File: config.mk
export PLATFORM = sky130hd
export DESIGN_NAME = load_store_unit
export DESIGN_NICKNAME = d
export VERILOG_FILES = /design/src/rtl/load_store_unit.sv
export SDC_FILE = /design/constraint.sdc
export NUM_CORES = 1
export LEC_CHECK = 0
export ABC_AREA = 1
export CAP_MARGIN = 20
export CORE_ASPECT_RATIO = 0.9
export CORE_MARGIN = 2
export CORE_UTILIZATION = 46
export DETAILED_ROUTE_END_ITERATION = 8
export GPL_ROUTABILITY_DRIVEN = 0
export PLACE_DENSITY_LB_ADDON = 0.08
export REMOVE_ABC_BUFFERS = 1
export SYNTH_ARGS = -nofsm -noshare
export SYNTH_HDL_FRONTEND = slang
export SYNTH_SLANG_ARGS = --single-unit
export TNS_END_PERCENT = 1
File: constraint.sdc
create_clock -name clk -period 4.6 [get_ports clk]
set_input_delay 0.92 -clock clk [delete_from_list [all_inputs] [get_ports clk]]
set_output_delay 0.92 -clock clk [all_outputs]
set_load 0.01 [all_outputs]
File: src/rtl/load_store_unit.sv
// Load/store unit: accepts one memory instruction at a time and drives a single-outstanding,
// ack-based data port with byte enables. It returns extended load data or a fault cause.
module load_store_unit #(
    parameter int TIMEOUT_CYCLES = 255
) (
    input  logic        clk,
    input  logic        rst,
    input  logic        req_valid,
    input  logic        req_is_load,
    input  logic        req_is_store,
    input  logic [2:0]  req_size,
    input  logic [31:0] req_addr,
    input  logic [31:0] req_wdata,
    output logic        stall,
    output logic        resp_valid,
    output logic [31:0] resp_rdata,
    output logic        resp_fault,
    output logic [1:0]  resp_cause,
    output logic        mem_req,
    output logic        mem_we,
    output logic [31:0] mem_addr,
    output logic [3:0]  mem_be,
    output logic [31:0] mem_wdata,
    input  logic        mem_ack,
    input  logic [31:0] mem_rdata
);

    localparam logic [1:0] IDLE   = 2'd0;
    localparam logic [1:0] ACCESS = 2'd1;
    localparam logic [1:0] DONE   = 2'd2;

    localparam logic [1:0] CAUSE_NONE     = 2'b00;
    localparam logic [1:0] CAUSE_MISALIGN = 2'b01;
    localparam logic [1:0] CAUSE_ILLEGAL  = 2'b10;
    localparam logic [1:0] CAUSE_TIMEOUT  = 2'b11;

    // The counter only needs to reach TIMEOUT_CYCLES-1 before the limit fires.
    localparam int CW = (TIMEOUT_CYCLES > 1) ? $clog2(TIMEOUT_CYCLES) : 1;

    logic [1:0]    state_q, state_d;
    logic [CW-1:0] cnt_q, cnt_d;
    logic          mem_req_q, mem_req_d;
    logic          mem_we_q, mem_we_d;
    logic [31:0]   mem_addr_q, mem_addr_d;
    logic [3:0]    mem_be_q, mem_be_d;
    logic [31:0]   mem_wdata_q, mem_wdata_d;
    logic [1:0]    off_q, off_d;
    logic [2:0]    size_q, size_d;
    logic          resp_valid_q, resp_valid_d;
    logic [31:0]   resp_rdata_q, resp_rdata_d;
    logic          resp_fault_q, resp_fault_d;
    logic [1:0]    resp_cause_q, resp_cause_d;

    logic        accepted;
    logic        illegal;
    logic        misaligned;
    logic        req_fault;
    logic        timeout_hit;
    logic [3:0]  lane_be;
    logic [31:0] lane_wdata;
    logic [31:0] rd_shifted;
    logic [31:0] load_data;

    assign accepted    = req_valid & (req_is_load | req_is_store);
    assign illegal     = (req_is_load & req_is_store) | (req_size == 3'b011)
                       | (req_size[2:1] == 2'b11) | (req_is_store & req_size[2]);
    assign misaligned  = ((req_size[1:0] == 2'b01) & req_addr[0])
                       | ((req_size[1:0] == 2'b10) & (req_addr[1:0] != 2'b00));
    assign req_fault   = illegal | misaligned;
    assign timeout_hit = (TIMEOUT_CYCLES != 0) && (cnt_q == CW'(TIMEOUT_CYCLES - 1));

    // Gated by rst so every output reads 0 while reset is held.
    assign stall = ~rst & (((state_q == IDLE) & accepted & ~req_fault) | (state_q == ACCESS));

    always_comb begin
        // NOTE: every combinational output gets a default first so no latch is inferred.
        lane_be    = 4'b1111;
        lane_wdata = req_wdata;
        case (req_size[1:0])
            2'b00: begin
                lane_be    = 4'b0001 << req_addr[1:0];
                lane_wdata = {4{req_wdata[7:0]}};
            end
            2'b01: begin
                lane_be    = req_addr[1] ? 4'b1100 : 4'b0011;
                lane_wdata = {2{req_wdata[15:0]}};
            end
            default: ;
        endcase
    end

    always_comb begin
        rd_shifted = mem_rdata >> {off_q, 3'b000};
        case (size_q)
            3'b000:  load_data = {{24{rd_shifted[7]}}, rd_shifted[7:0]};
            3'b100:  load_data = {24'd0, rd_shifted[7:0]};
            3'b001:  load_data = {{16{rd_shifted[15]}}, rd_shifted[15:0]};
            3'b101:  load_data = {16'd0, rd_shifted[15:0]};
            default: load_data = mem_rdata;
        endcase
    end

    always_comb begin
        state_d      = state_q;
        cnt_d        = cnt_q;
        mem_req_d    = mem_req_q;
        mem_we_d     = mem_we_q;
        mem_addr_d   = mem_addr_q;
        mem_be_d     = mem_be_q;
        mem_wdata_d  = mem_wdata_q;
        off_d        = off_q;
        size_d       = size_q;
        resp_valid_d = 1'b0;
        resp_rdata_d = resp_rdata_q;
        resp_fault_d = resp_fault_q;
        resp_cause_d = resp_cause_q;

        case (state_q)
            IDLE: begin
                if (accepted && req_fault) begin
                    state_d      = DONE;
                    resp_valid_d = 1'b1;
                    resp_fault_d = 1'b1;
                    resp_cause_d = illegal ? CAUSE_ILLEGAL : CAUSE_MISALIGN;
                    resp_rdata_d = 32'd0;
                end else if (accepted) begin
                    state_d     = ACCESS;
                    cnt_d       = '0;
                    mem_req_d   = 1'b1;
                    mem_we_d    = req_is_store;
                    mem_addr_d  = {req_addr[31:2], 2'b00};
                    mem_be_d    = lane_be;
                    mem_wdata_d = lane_wdata;
                    off_d       = req_addr[1:0];
                    size_d      = req_size;
                end
            end
            ACCESS: begin
                if (mem_ack) begin
                    state_d      = DONE;
                    mem_req_d    = 1'b0;
                    resp_valid_d = 1'b1;
                    resp_fault_d = 1'b0;
                    resp_cause_d = CAUSE_NONE;
                    resp_rdata_d = mem_we_q ? 32'd0 : load_data;
                end else if (timeout_hit) begin
                    state_d      = DONE;
                    mem_req_d    = 1'b0;
                    resp_valid_d = 1'b1;
                    resp_fault_d = 1'b1;
                    resp_cause_d = CAUSE_TIMEOUT;
                    resp_rdata_d = 32'd0;
                end else begin
                    cnt_d = cnt_q + CW'(1);
                end
            end
            DONE:    state_d = IDLE;
            default: state_d = IDLE;
        endcase
    end

    // NOTE: sequential state uses non-blocking assignments so all registers update together.
    always_ff @(posedge clk or posedge rst) begin
        if (rst) begin
            state_q      <= IDLE;
            cnt_q        <= '0;
            mem_req_q    <= 1'b0;
            mem_we_q     <= 1'b0;
            mem_addr_q   <= 32'd0;
            mem_be_q     <= 4'd0;
            mem_wdata_q  <= 32'd0;
            off_q        <= 2'd0;
            size_q       <= 3'd0;
            resp_valid_q <= 1'b0;
            resp_rdata_q <= 32'd0;
            resp_fault_q <= 1'b0;
            resp_cause_q <= 2'd0;
        end else begin
            state_q      <= state_d;
            cnt_q        <= cnt_d;
            mem_req_q    <= mem_req_d;
            mem_we_q     <= mem_we_d;
            mem_addr_q   <= mem_addr_d;
            mem_be_q     <= mem_be_d;
            mem_wdata_q  <= mem_wdata_d;
            off_q        <= off_d;
            size_q       <= size_d;
            resp_valid_q <= resp_valid_d;
            resp_rdata_q <= resp_rdata_d;
            resp_fault_q <= resp_fault_d;
            resp_cause_q <= resp_cause_d;
        end
    end

    assign mem_req    = mem_req_q;
    assign mem_we     = mem_we_q;
    assign mem_addr   = mem_addr_q;
    assign mem_be     = mem_be_q;
    assign mem_wdata  = mem_wdata_q;
    assign resp_valid = resp_valid_q;
    assign resp_rdata = resp_rdata_q;
    assign resp_fault = resp_fault_q;
    assign resp_cause = resp_cause_q;

endmodule

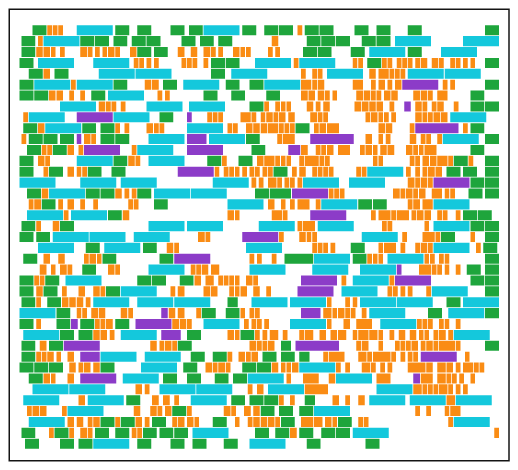
(run_1/class_map.png)
Drawn at 4 px/um.
orange -> remaining logic cells  # cells 613, share of their area 32%
cyan -> registers  # cells 119, share of their area 35%
green -> remaining buffers and delay cells  # cells 215, share of their area 25%
purple -> clock drivers and dummy loads  # cells 32, share of their area 7.2%

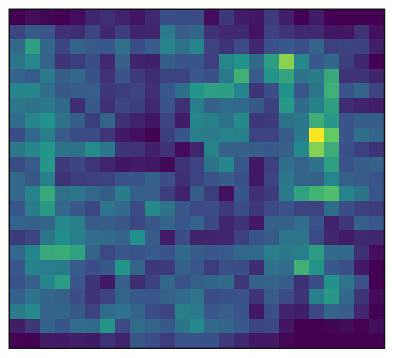
(run_1/route_heat.png)
Drawn at 3 px/um. The die is cut into 25 by 23 equal tiles; dark purple is low, yellow is high, scaled to the fullest tile. Values are wire area over tile area, all layers added.
fullest tile = 0.76
mean over tiles = 0.20
tiles over half the peak = 7.1%
nearly empty tiles = 4.3%
emptiest ninth of the die = south-east

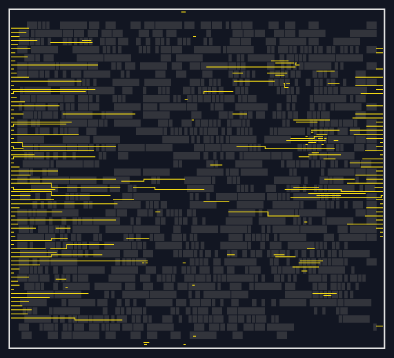
(run_1/m3.png)
Drawn at 3 px/um.
main direction = horizontal
nets with wire on the layer = 158
wire length on this layer = 1590 um
longest straight run = 45.3 um

==> deck_impl_summary.md, run 1 <==
Flow Results at a Glance

Synth
  – Mapped Area: 6020 um2
  – Cells after Synth: 772
  – Share of Yosys cell area claimed by the top area cell type: 49.5%
  – Proportion of synthesized chip area in sequential cells: 49.5%
  – Top area cell types: sky130_fd_sc_hd__dfrtp_1 (49%), sky130_fd_sc_hd__nand2_1 (19%), sky130_fd_sc_hd__nand3_1 (5.7%)
  – Most instantiated flip-flop cell in the synthesis netlist: sky130_fd_sc_hd__dfrtp_1
  – Flop and latch count out of synthesis: 119
  – Synthesized area per cell: 7.80 um2
  – Biggest area consumer among synthesized cells: sky130_fd_sc_hd__dfrtp_1

Final timing
  – Number of failing hold endpoints at the final stage: 0
  – Actual slew at the worst max-slew pin: 1.04 ns
  – Post-Route Setup TNS: 0 ns
  – Fraction of the cycle the final worst path needs: 78.3%

Layout
  – Dominant logic cell types in the final layout: sky130_fd_sc_hd__nand2_1 (299), sky130_fd_sc_hd__clkdlybuf4s50_1 (209), sky130_fd_sc_hd__dfrtp_1 (119)
  – Fin area: 8710 um2
  – Share of post-route cells with drive strength above 1: 6.84%
  – Area growth from synthesis to layout: 44.7%

Critical path
  – Beginning of the worst register-to-register path: off_q[0]
  – Cells on worst reg2reg path: 7
  – Worst setup startpoint: req_size[1]
  – Critical Setup Path Class: input pin to primary output

Route
  – First drt pass iteration count: 6
  – Final WL: 17200 um
  – DRC violation count after routing: 0

Clocking
  – Clock tree from TritonCTS: built
  – H-tree levels: 4
  – Late-Pin Clk Latency: 0.41 ns

Worst hold path
  – Hold_sp: mem_addr[25]

Power and ir drop
  – Combinational Power Share: 42.1%
  – Share of power burned in the clock network: 24.8%
  – Ratio of total power to cell area: 632 nW/um2

Global route
  – Number of global-route vias before repair: 5758
  – Maximum number of pins on one net before global-route repair: 112
  – GRT overflow: 0

Floorplanning
  – Core utilization before placement: 47.3%
  – Vertical die dimension: 113 um
  – Horiz. Die Dim: 125 um

Status
  – Status: complete, no violations
run 1: critical path: cells and delay by family:
kind | cells | cell delay (ns)
compound gates | 1 | 0.11
buf+inv | 4 | 1.30
simple gates | 5 | 0.35
run 1: per-layer routing:
layer	vias up	GRT usage [%]	share of wire [%]
met2	241	40.5	47
met3	33	9.25	9.2
li1	2874	-	-
met4	0	8.54	1.8
met1	2736	31.2	42
met5	-	0	0
run 1: layout make-up:
type	instances	area [um2]	share of cell area [%]
Inverter	56	218	2.50
Sequential cell	119	2980	34.2
Timing Repair Buffer	215	2160	24.8
Tap cell	164	205	2.36
Clock inverter	8	119	1.36
Clock buffer	24	492	5.64
Multi-Input combinational cell	557	2540	29.2
run 1: state kept, by name (all words and copies together) (netlist names):
name	flops
mem_wdata	32
resp_rdata	32
mem_addr	30
cnt_q	8
mem_be	4
size_q	3
off_q	2
resp_cause	2
state_q	2
mem_req	1
mem_we	1
resp_fault	1
resp_valid	1
run 1: power groups by stage:
stage	Combinational [W]	Sequential, W	Clock [W]
floorplan	0.000886	0.00198	0
global placement	0.00225	0.00182	0
detailed placement	0.00229	0.00185	0
CTS	0.00231	0.00184	0.00139
global route	0.00255	0.00188	0.00145
finish	0.00232	0.00182	0.00137
run 1: logic make-up (layout without fill, tap and decap cells):
group / after synthesis / after routing / synth area share [%]
simple gates: 413 / 413 / 28.6
compound gates: 139 / 139 / 12.8
flops: 119 / 119 / 49.5
buf+inv: 97 / 303 / 8.42
fa+ha+maj: 2 / 2 / 0.416
other cells: 1 / 2 / 0.0623
xor+xnor: 1 / 1 / 0.146
==> run_1/clock_nets.png <==
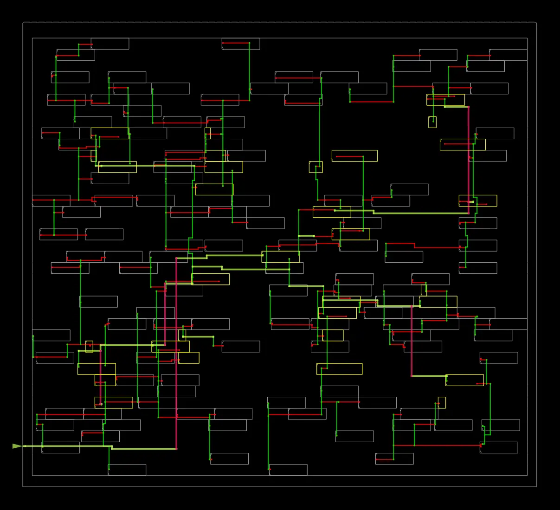

==> run 2: changes to the inputs <==
Clock period 4.6 ns to 3.5 ns, I/O delays scaled along.
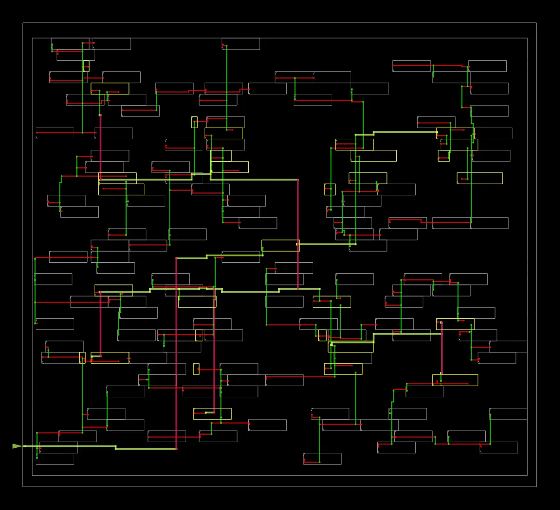
(run_2/clock_nets.png)
cts bufs inserted: 17
Num Clock Sinks: 119
Layout Skew: 0.00604 ns
count of flip-flops and latches: 119

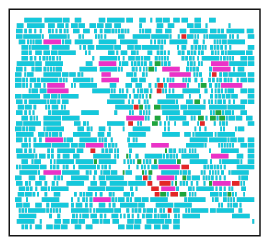
(run_2/sizing.png)
Drawn at 2 px/um.
red -> x3 and x4  # cells 17, share 1.7%, most used buf_4
magenta -> x6 and larger  # cells 23, share 2.3%, most used clkbuf_16
cyan -> x1 and smaller  # cells 913, share 93%, most used nand2_1
green -> x2  # cells 28, share 2.9%, most used a21oi_2

==> run 2 against run 1 <==
Compared with the run above:
- sequential power grew 29%
- critical path type unchanged
- largest cell class unchanged
- utilization increased by 0.069 points
- sequential cell count unchanged
- combinational power rose by 34%
- count of clock-buffer cells in the layout fell by 2
- synthesized cell count unchanged
- sequential share of layout area is essentially flat
- cell count is 0.17% higher
- die size is the same
- clock power grew 31%
- first-iteration DRC count shrank 11%
- critical path depth unchanged
==> deck_impl_summary.md, run 2 <==
Flow Results at a Glance

Final timing
  – Post-Route Setup TNS: 0 ns (unchanged)
  – Number of failing hold endpoints at the final stage: 0 (unchanged)
  – Fraction of the cycle the final worst path needs: 92.7%
  – Unrepaired setup endpoints after global routing: false
  – Final setup violation count: 0
  – Actual slew at the worst max-slew pin: 1.05 ns (+0.00749 ns)
  – Pins Over Slew Limit: 0

Critical path
  – Worst setup startpoint: req_size[1]
  – Critical Setup Path Class: input pin to primary output
  – Sum of buffers and inverters on the critical path: 4 (unchanged)
  – Beginning of the worst register-to-register path: off_q[1]
  – Type of origin of the critical path: input pin
  – Top Family by Delay on Critical Path: buffers and inverters
  – Most numerous cell on the critical path: sky130_fd_sc_hd__nand2_1
  – CP Data Required Time: 2.80 ns
  – Slowest library cell on the worst path: sky130_fd_sc_hd__clkdlybuf4s50_1
  – Crit-path cells: clkdlybuf4s50_1, inv_2, nand2_1, nand2_1, nand2_1, nand2_1, inv_2, nand2_4, a21oi_2, clkdlybuf4s50_1
  – CP max FO: 6

Layout
  – Share of the core filled with cells in the final layout: 68.5%
  – Area taken by flip-flops and latches: 2980 um2 (unchanged)
  – Most common cell after layout, fill and taps aside: sky130_fd_sc_hd__nand2_1
  – Share of post-route cells with drive strength above 1: 6.93% (+0.088 points)
  – Fill count: 1027
  – Area growth from synthesis to layout: 44.9%
  – Tally of non-filler cells in the final layout: 1145
  – Multi-input combinational cell area: 2540 um2 (unchanged)
  – Dominant logic cell types in the final layout: sky130_fd_sc_hd__nand2_1 (299), sky130_fd_sc_hd__clkdlybuf4s50_1 (209), sky130_fd_sc_hd__dfrtp_1 (119)
  – Fin area: 8720 um2 (+0.10%)

Route
  – DRC violation count after routing: 0 (unchanged)
  – Iteration-0 DRC Markers: 394
  – DR vias: 5895
  – Wire per inst: 15.0 um
  – First drt pass iteration count: 5 (-1)
  – Number of vias per cell after detailed routing: 5.15
  – Antenna viol nets, final: 0
  – Final WL: 17200 um (about the same)

Clocking
  – Clock tree from TritonCTS: built
  – Late-Pin Clk Latency: 0.42 ns (about the same)
  – H-tree levels: 4 (unchanged)
  – Number of gates resized after cts: 0
  – CTS hold repair buffers: 0

Synth
  – Number of warning messages in the yosys log: 0
  – Async SR Flop Fraction: 100%
  – Parity-gate share of the synthesized area counting xor and xnor cells: 0.146% (unchanged)
  – Synthesized area per cell: 7.80 um2 (unchanged)
  – Proportion of synthesized chip area in sequential cells: 49.5% (unchanged)
  – And+or+nand+nor area frac: 28.6% (unchanged)
  – Dominant non-sequential cell family after synthesis: simple AND/OR/NAND/NOR gates
  – Cells after Synth: 772 (unchanged)
  – Mapped Area: 6020 um2 (unchanged)
  – Yosys top cell by instances: sky130_fd_sc_hd__nand2_1
  – Most instantiated flip-flop cell in the synthesis netlist: sky130_fd_sc_hd__dfrtp_1
  – Flop and latch count out of synthesis: 119 (unchanged)
  – Total cell area reported by yosys after synthesis: 6020 um2
  – Proportion of synthesized area in mux cells: 0% (unchanged)
  – Share of Yosys cell area claimed by the top area cell type: 49.5% (unchanged)
  – Top area cell types: sky130_fd_sc_hd__dfrtp_1 (49%), sky130_fd_sc_hd__nand2_1 (19%), sky130_fd_sc_hd__nand3_1 (5.7%)
  – Biggest area consumer among synthesized cells: sky130_fd_sc_hd__dfrtp_1
  – Most used standard cells in the synthesized netlist: sky130_fd_sc_hd__nand2_1 (299), sky130_fd_sc_hd__dfrtp_1 (119), sky130_fd_sc_hd__nand3_1 (68), sky130_fd_sc_hd__inv_1 (47), sky130_fd_sc_hd__a21oi_1 (45)
  – Number of synthesized flops with an enable pin: 0
  – Adder Area Share: 0.416% (unchanged)
  – Synth Area in Compound Gates: 12.8% (unchanged)

Global route
  – Number of global-route vias before repair: 5761 (+0.052%)
  – Initial antenna violation count: 0
  – GRT overflow: 0 (unchanged)
  – Maximum number of pins on one net before global-route repair: 112 (unchanged)
  – Total global-route track usage: 25.0%
  – First-pass GRT wire length: 28100 um

Power and ir drop
  – Combinational Power Share: 42.8% (+0.7 points)
  – Share of power burned in the clock network: 24.9% (about the same)
  – IR drop worst, VDD: 0.549 mV
  – Ratio of total power to cell area: 832 nW/um2 (+32%)

Place
  – Post-Place Setup Slack: 0.232 ns
  – Cell Count Post-Placement: 1114

Run
  – Count of maximum capacitance violations: 0

Floorplanning
  – Core utilization before placement: 47.3% (unchanged)
  – Area enclosed by the die boundary: 14000 um2
  – Placeable Area: 12700 um2
  – Vertical die dimension: 113 um (unchanged)
  – Horiz. Die Dim: 125 um (unchanged)

Worst hold path
  – Hold_sp: mem_addr[27]

Status
  – Status: complete, no violations
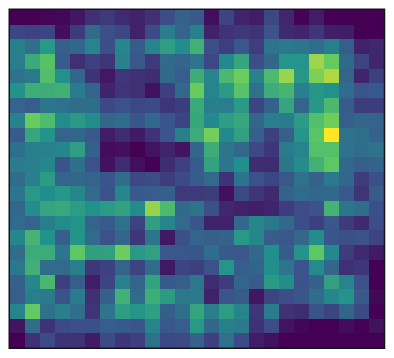
(run_2/route_heat.png)
Drawn at 3 px/um. The die is cut into 25 by 23 equal tiles; dark purple is low, yellow is high, scaled to the fullest tile. Values are wire area over tile area, all layers added.
emptiest ninth of the die = south-east
tiles over half the peak = 18%
fullest tile = 0.63
mean over tiles = 0.20

## run 2: cell counts after synthesis
No cell type changed its count.
## run 2: power groups by stage
stage | clock network (W) | logic, W | registers, W
detailed placement | 0 | 0.00310 | 0.00235
global placement | 0 | 0.00306 | 0.00232
finish | 0.00180 | 0.00311 | 0.00234
floorplan | 0 | 0.00116 | 0.00261
global route | 0.00188 | 0.00341 | 0.00242
CTS | 0.00183 | 0.00313 | 0.00234
## run 2: path summary, 6_finish.rpt
| check | to | cells past startpoint | slack (ns) |
|---|---|---|---|
| worst max-delay path | stall | 10 | 0.25 |
| worst min-delay path | mem_addr[27] | 2 | 0.47 |
| worst max register to register | resp_rdata[22] | 7 | 1.29 |
| worst min register to register | mem_addr[27] | 2 | 0.47 |
| max in group asynchronous | resp_rdata[26] | 3 | 1.98 |
| min in group asynchronous | mem_wdata[29] | 2 | 0.69 |
## run 2: routing by layer
| layer | vias up | routed length (um) | track usage [%] |
|---|---|---|---|
| met5 | - | 0 | 0 |
| met4 | 0 | 293 | 8.61 |
| met3 | 27 | 1680 | 10.3 |
| met2 | 216 | 8080 | 40.3 |
| met1 | 2766 | 7150 | 30.5 |
| li1 | 2886 | - | - |
## run 2: layout make-up
type | count | area share (%)
well taps | 164 | 2.35
inverters | 56 | 2.50
clock buffers | 22 | 5.21
repair buffers | 218 | 24.9
clock inverters | 9 | 1.72
flip-flops and latches | 119 | 34.2
multi-input cells | 557 | 29.2
## run 2: cells by family (layout without fill, tap and decap cells)
group                    after synthesis  count (layout)
AND-OR/OR-AND                        139             139
XOR/XNOR                               1               1
adder cells (fa/ha/maj)                2               2
buffers and inverters                 97             305
flip-flops                           119             119
other                                  1               2
AND/OR/NAND/NOR                      413             413
Power is estimated from default activity; no workload was simulated.
